===== src/rtl/uart_tx_ctrl_if.sv =====
// Byte-push handshake between the bridge/CPU side and the UART transmit engine.
// The producer drives tx_data/tx_valid; the engine returns tx_ready and its queue depth.
interface uart_tx_ctrl_if #(
  parameter int unsigned FIFO_DEPTH = 4
) ();

  localparam int unsigned CNT_W = $clog2(FIFO_DEPTH) + 1;

  logic [7:0]       tx_data;
  logic             tx_valid;
  logic             tx_ready;
  logic [CNT_W-1:0] fifo_count;

  modport master (
    output tx_data,
    output tx_valid,
    input  tx_ready,
    input  fifo_count
  );

  modport slave (
    input  tx_data,
    input  tx_valid,
    output tx_ready,
    output fifo_count
  );

endinterface


===== src/rtl/uart_tx_ctrl.sv =====
// UART transmit engine: small byte FIFO feeding an 8N1 serializer, LSB first.
// Optional macro UART_TX_PARITY_EN inserts an even-parity bit after the data bits.
// uart_txd comes straight from a flop; back-to-back frames are sent with no idle gap.
module uart_tx_ctrl #(
  parameter int unsigned BAUD_DIV   = 2604,
  parameter int unsigned FIFO_DEPTH = 4,
  parameter int unsigned STOP_BITS  = 1
) (
  input  logic          clk_in,
  input  logic          sys_rstn,
  uart_tx_ctrl_if.slave bus,
  output logic          tx_busy,
  output logic          uart_txd
);

  localparam int unsigned PTR_W = $clog2(FIFO_DEPTH);
  localparam int unsigned CNT_W = $clog2(FIFO_DEPTH) + 1;
  localparam int unsigned BDC_W = $clog2(STOP_BITS * BAUD_DIV);

  localparam logic [BDC_W-1:0] BIT_RELOAD  = BDC_W'(BAUD_DIV - 1);
  localparam logic [BDC_W-1:0] STOP_RELOAD = BDC_W'(STOP_BITS * BAUD_DIV - 1);
  localparam logic [CNT_W-1:0] FULL_COUNT  = CNT_W'(FIFO_DEPTH);

  localparam logic [2:0] S_IDLE   = 3'd0;
  localparam logic [2:0] S_START  = 3'd1;
  localparam logic [2:0] S_DATA   = 3'd2;
  localparam logic [2:0] S_STOP   = 3'd3;
`ifdef UART_TX_PARITY_EN
  localparam logic [2:0] S_PARITY = 3'd4;
`endif

  // FIFO storage and bookkeeping
  logic [7:0]       mem [FIFO_DEPTH];
  logic [PTR_W-1:0] head_q, tail_q;
  logic [CNT_W-1:0] count_q, count_d;
  logic             push, pop;

  // Serializer state
  logic [2:0]       state_q, state_d;
  logic [BDC_W-1:0] baud_q, baud_d;
  logic [2:0]       bit_q, bit_d;
  logic [7:0]       shift_q, shift_d;
  logic             txd_q, txd_d;
  logic             busy_q;
  logic             load;
`ifdef UART_TX_PARITY_EN
  logic             par_q, par_d;
`endif

  assign bus.tx_ready   = (count_q != FULL_COUNT);
  assign bus.fifo_count = count_q;
  assign tx_busy        = busy_q;
  assign uart_txd       = txd_q;

  assign push    = bus.tx_valid && bus.tx_ready;
  assign count_d = count_q + CNT_W'(push) - CNT_W'(pop);

  // FIFO write port; contents are meaningless while count is zero, so no reset
  always_ff @(posedge clk_in) begin
    if (push) begin
      mem[tail_q] <= bus.tx_data;
    end
  end

  // FIFO pointers and occupancy
  always_ff @(posedge clk_in or negedge sys_rstn) begin
    if (!sys_rstn) begin
      head_q  <= '0;
      tail_q  <= '0;
      count_q <= '0;
    end else begin
      if (push) begin
        tail_q <= tail_q + PTR_W'(1);
      end
      if (pop) begin
        head_q <= head_q + PTR_W'(1);
      end
      count_q <= count_d;
    end
  end

  // Serializer state register; reset forces the line high at once
  always_ff @(posedge clk_in or negedge sys_rstn) begin
    if (!sys_rstn) begin
      state_q <= S_IDLE;
      baud_q  <= '0;
      bit_q   <= '0;
      shift_q <= '0;
      txd_q   <= 1'b1;
      busy_q  <= 1'b0;
`ifdef UART_TX_PARITY_EN
      par_q   <= 1'b0;
`endif
    end else begin
      state_q <= state_d;
      baud_q  <= baud_d;
      bit_q   <= bit_d;
      shift_q <= shift_d;
      txd_q   <= txd_d;
      busy_q  <= (state_d != S_IDLE);
`ifdef UART_TX_PARITY_EN
      par_q   <= par_d;
`endif
    end
  end

  // Next-state and next-line-level logic; 'load' pops the FIFO head into a new frame
  always_comb begin
    state_d = state_q;
    baud_d  = baud_q;
    bit_d   = bit_q;
    shift_d = shift_q;
    txd_d   = txd_q;
    load    = 1'b0;
    pop     = 1'b0;
`ifdef UART_TX_PARITY_EN
    par_d   = par_q;
`endif

    case (state_q)
      S_IDLE: begin
        txd_d = 1'b1;
        if (count_q != '0) begin
          load = 1'b1;
        end
      end

      S_START: begin
        if (baud_q == '0) begin
          state_d = S_DATA;
          baud_d  = BIT_RELOAD;
          txd_d   = shift_q[0];
        end else begin
          baud_d = baud_q - BDC_W'(1);
        end
      end

      S_DATA: begin
        if (baud_q == '0) begin
          if (bit_q == 3'd7) begin
`ifdef UART_TX_PARITY_EN
            state_d = S_PARITY;
            baud_d  = BIT_RELOAD;
            txd_d   = par_q;
`else
            state_d = S_STOP;
            baud_d  = STOP_RELOAD;
            txd_d   = 1'b1;
`endif
          end else begin
            bit_d   = bit_q + 3'd1;
            shift_d = {1'b0, shift_q[7:1]};
            baud_d  = BIT_RELOAD;
            txd_d   = shift_q[1];
          end
        end else begin
          baud_d = baud_q - BDC_W'(1);
        end
      end

`ifdef UART_TX_PARITY_EN
      S_PARITY: begin
        if (baud_q == '0) begin
          state_d = S_STOP;
          baud_d  = STOP_RELOAD;
          txd_d   = 1'b1;
        end else begin
          baud_d = baud_q - BDC_W'(1);
        end
      end
`endif

      S_STOP: begin
        if (baud_q == '0) begin
          if (count_q != '0) begin
            load = 1'b1;
          end else begin
            state_d = S_IDLE;
            txd_d   = 1'b1;
          end
        end else begin
          baud_d = baud_q - BDC_W'(1);
        end
      end

      default: begin
        state_d = S_IDLE;
        baud_d  = '0;
        txd_d   = 1'b1;
      end
    endcase

    if (load) begin
      pop     = 1'b1;
      shift_d = mem[head_q];
      bit_d   = '0;
      baud_d  = BIT_RELOAD;
      txd_d   = 1'b0;
      state_d = S_START;
`ifdef UART_TX_PARITY_EN
      par_d   = ^mem[head_q];
`endif
    end
  end

endmodule


===== src/flat_wrapper.sv =====
// flat-port wrapper written by rule: the top's interface ports become plain ports
module uart_tx_ctrl_flat 
#(
  parameter int unsigned BAUD_DIV   = 2604,
  parameter int unsigned FIFO_DEPTH = 4,
  parameter int unsigned STOP_BITS  = 1
)
  (clk_in, sys_rstn, tx_busy, uart_txd, bus_tx_data, bus_tx_valid, bus_tx_ready, bus_fifo_count);
  uart_tx_ctrl_if #(.FIFO_DEPTH(FIFO_DEPTH)) bus_i ();
  input  logic clk_in;
  input  logic sys_rstn;
  output logic tx_busy;
  output logic uart_txd;
  input wire logic [$bits(bus_i.tx_data)-1:0] bus_tx_data;
  input wire logic [$bits(bus_i.tx_valid)-1:0] bus_tx_valid;
  output wire logic [$bits(bus_i.tx_ready)-1:0] bus_tx_ready;
  output wire logic [$bits(bus_i.fifo_count)-1:0] bus_fifo_count;
  assign bus_i.tx_data = bus_tx_data;
  assign bus_i.tx_valid = bus_tx_valid;
  assign bus_tx_ready = bus_i.tx_ready;
  assign bus_fifo_count = bus_i.fifo_count;
  uart_tx_ctrl #(.BAUD_DIV(BAUD_DIV), .FIFO_DEPTH(FIFO_DEPTH), .STOP_BITS(STOP_BITS)) u_core (.clk_in(clk_in), .sys_rstn(sys_rstn), .bus(bus_i), .tx_busy(tx_busy), .uart_txd(uart_txd));
endmodule

===== config.mk =====
export PLATFORM = sky130hd
export DESIGN_NAME = uart_tx_ctrl_flat
export DESIGN_NICKNAME = d
export VERILOG_FILES = /design/src/rtl/uart_tx_ctrl_if.sv /design/src/rtl/uart_tx_ctrl.sv /design/src/flat_wrapper.sv
export SDC_FILE = /design/constraint.sdc
export NUM_CORES = 1
export LEC_CHECK = 0
export ABC_AREA = 1
export CAP_MARGIN = 10
export CORE_UTILIZATION = 40
export CTS_CLUSTER_DIAMETER = 30
export CTS_CLUSTER_SIZE = 25
export DETAILED_ROUTE_END_ITERATION = 8
export PLACE_DENSITY_LB_ADDON = 0.15
export SYNTH_ARGS = -nofsm -noshare
export SYNTH_HDL_FRONTEND = slang
export SYNTH_SLANG_ARGS = --single-unit
export TNS_END_PERCENT = 1

===== constraint.sdc =====
create_clock -name clk_in -period 2.2 [get_ports clk_in]
set_input_delay 0.22 -clock clk_in [delete_from_list [all_inputs] [get_ports clk_in]]
set_output_delay 0.22 -clock clk_in [all_outputs]
set_load 0.01 [all_outputs]

### Nets reached from selected ports

The bar under the picture is 20 µm long.
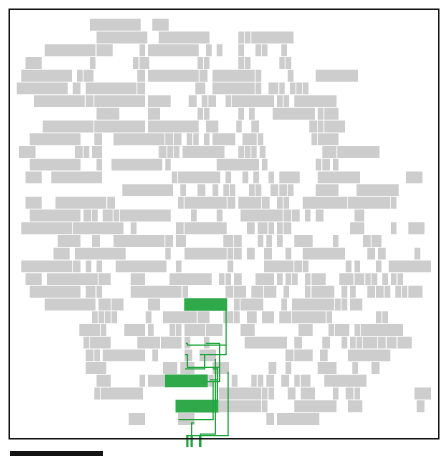
port	color	direction	edge	end cells	wire
bus_fifo_count	green	output	bottom	3	126 µm

### The metal 1 layer

The bar under the picture is 20 µm long. Supply wires on this layer in gray.
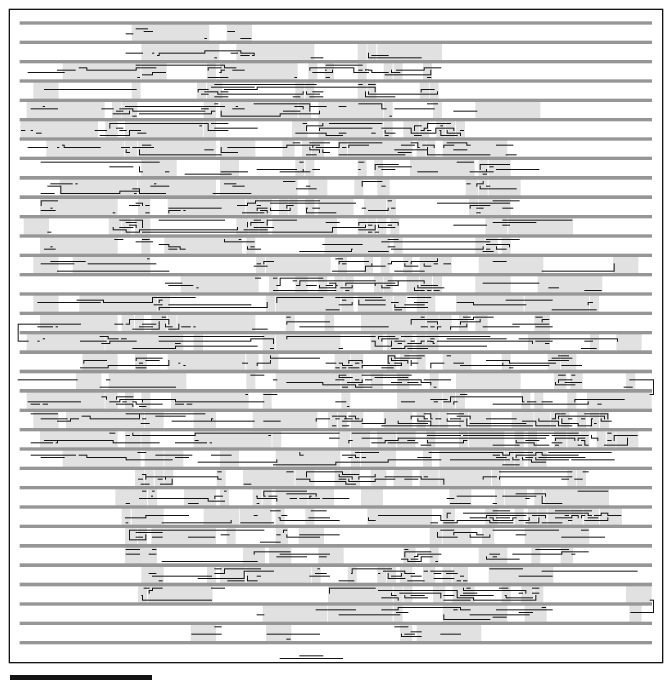
longest straight run	31.7 µm
main direction	horizontal

==> qor.rpt <==
OUTCOME
------------------------------------------------------------------------------------
Run status                                                                 completed

SYNTHESIS
------------------------------------------------------------------------------------
Proportion of synthesized flip-flops having asynchronous set or reset          52.2%
Most frequent cell after synthesis                                            nor2_1
Post-synthesis sequential element count                                           67
Simple logic cell fraction of the synthesized area                             21.0%
Mux share of post-synthesis cell area                                             0%
Post-synthesis average cell area                                            9.58 µm²
Synth area leader                                                           edfxtp_1
Synth Warn #                                                                       0

WORST SETUP PATH
------------------------------------------------------------------------------------
Crit start category                                                         register
Max Fanout on Critical Path                                                        3
Longest individual stage delay on the worst path                             0.38 ns
Data arrival, critical path                                                  2.29 ns
Path type of the worst setup path                                         reg -> reg

CLOCKING
------------------------------------------------------------------------------------
Clock tree from TritonCTS                                                      built
Clk root buf                                                                clkbuf_8
Worst-Skew Late Latency                                                      0.35 ns

RUN
------------------------------------------------------------------------------------
MaxCap Viol Count                                                                  0

ROUTING
------------------------------------------------------------------------------------
Router iterations before antenna repair                                            4
Antenna violation net count after detailed routing                                 0

PLACED DESIGN
------------------------------------------------------------------------------------
Half-perimeter wire length of the detailed placement result                  4150 µm
# placed instances                                                               457

STA
------------------------------------------------------------------------------------
Measured slew at the worst slew-check pin                                   0.804 ns
Min Clock Period, post-route                                                 2.05 ns
Setup violations, final                                                            0
Final critical-path share of the clock period                                  93.0%

FINISH
------------------------------------------------------------------------------------
Net count of the finished layout                                                 388

FLOORPLAN
------------------------------------------------------------------------------------
Core area                                                                0.00773 mm²
Chip width                                                                   91.6 µm
Rows                                                                              32
Core Density at Floorplan                                                      41.5%

GRT
------------------------------------------------------------------------------------
Largest net degree at the start of global routing                                 36

### Signal wires by layer

Only two layers are drawn.
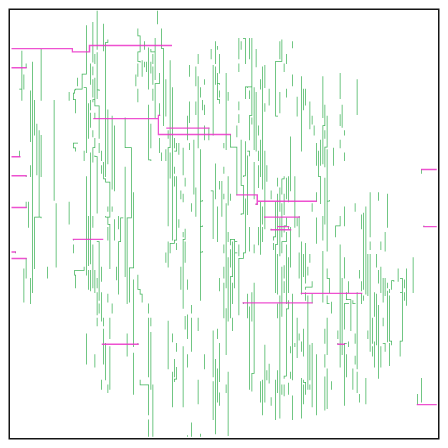
layer	color	wire length
met2	green	2,950 µm
met3	magenta	178 µm
Total Wirelength: 6180 µm
Wirelength per Cell: 13.0 µm
Overall Global Routing Usage: 16.6%

==> critical path, delay by kind of cell, from the launching register on <==
| family | cells | cell delay (ns) |
|---|---|---|
| xor gates and xnor gates | 1 | 0.17 |
| adders and majority gates | 4 | 1.02 |
| buffers and inverters | 2 | 0.13 |
| DFF | 1 | 0.35 |
| and+or+nand+nor | 4 | 0.27 |
==> power breakdown <==
| part | switching, W | internal [W] | total (W) |
|---|---|---|---|
| combinational | 0.00128 | 0.000807 | 0.00209 |
| clock | 0.000533 | 0.000541 | 0.00107 |
| sequential | 0.000220 | 0.00171 | 0.00193 |
| total | 0.00203 | 0.00306 | 0.00509 |
==> cell usage in the layout, fill, tap and decap left out, types with 5 or more instances in the layout <==
cell / netlist / routed
ha_1: 9 / 8
nor2_1: 58 / 58
nand2_1: 52 / 52
o22ai_1: 11 / 11
inv_1: 43 / 43
a21oi_1: 5 / 5
buf_4: 0 / 11
o21ai_0: 27 / 27
xor2_1: 10 / 10
clkdlybuf4s50_1: 0 / 15
clkbuf_8: 0 / 9
dfrtp_1: 34 / 34
nand3_1: 22 / 21
edfxtp_1: 32 / 32
==> final timing paths <==
path	startpoint	to	slack, ns	cells past startpoint
setup / recovery	u_core.baud_q[0]	u_core.bus.fifo_count[2]	0.15	11
hold / removal	u_core.shift_q[7]	u_core.shift_q[7]	0.48	2
setup reg to reg	u_core.baud_q[0]	u_core.bus.fifo_count[2]	0.15	11
hold reg to reg	u_core.shift_q[7]	u_core.shift_q[7]	0.48	2
max in group asynchronous	sys_rstn	u_core.bit_q[0]	1.20	2
min in group asynchronous	sys_rstn	u_core.baud_q[3]	0.49	2
==> metrics by stage <==
step	worst slack (ns)	utilization, %	hold slack, ns	cell area, µm²
5_1_grt	0.00723	48.7	0.504	3760
2_1_floorplan	0.0161	-	-0.0756	3220
4_1_cts	0.112	48.6	0.481	3750
3_3_place_gp	0.175	45.8	0.368	3540
3_5_place_dp	0.117	45.8	0.369	3540
6_report	0.153	48.7	0.485	3760
==> flip-flops by register name, summed over array words and instances (netlist names) <==
register               cells
u_core.tail_q              2
u_core.head_q              2
u_core.baud_q             12
u_core.shift_q             8
u_core.mem                32
u_core.uart_txd            1
u_core.state_q             3
u_core.bus.fifo_count      3
u_core.tx_busy             1
u_core.bit_q               3
==> repair_timing <==
action | 4_1_cts | 5_1_grt
hold endpoints to repair | 34 | 0
resized | 0 | 1
hold buffers | 1 | 0
endpoints found under the setup margin | 0 | 1
==> area by class of cell <==
| cell class | count | area (µm²) |
|---|---|---|
| Timing Repair Buffer | 28 | 248 |
| Inverter | 44 | 165 |
| Tap cell | 102 | 128 |
| Fill cell | 729 | 3960 |
| Sequential cell | 67 | 1840 |
| Multi-Input combinational cell | 217 | 1180 |
| Clock inverter | 7 | 81.3 |
| Clock buffer | 9 | 124 |
==> per-layer routing <==
layer / part of all wire (%) / track usage, % / up-vias
li1: - / - / 1166
met1: 48 / 21.0 / 1088
met2: 48 / 27.3 / 30
met3: 2.9 / 4.27 / 8
met4: 1.5 / 6.35 / 0
met5: 0 / 0 / -
Power figures rest on the tool's default switching activity, not on a simulated workload.
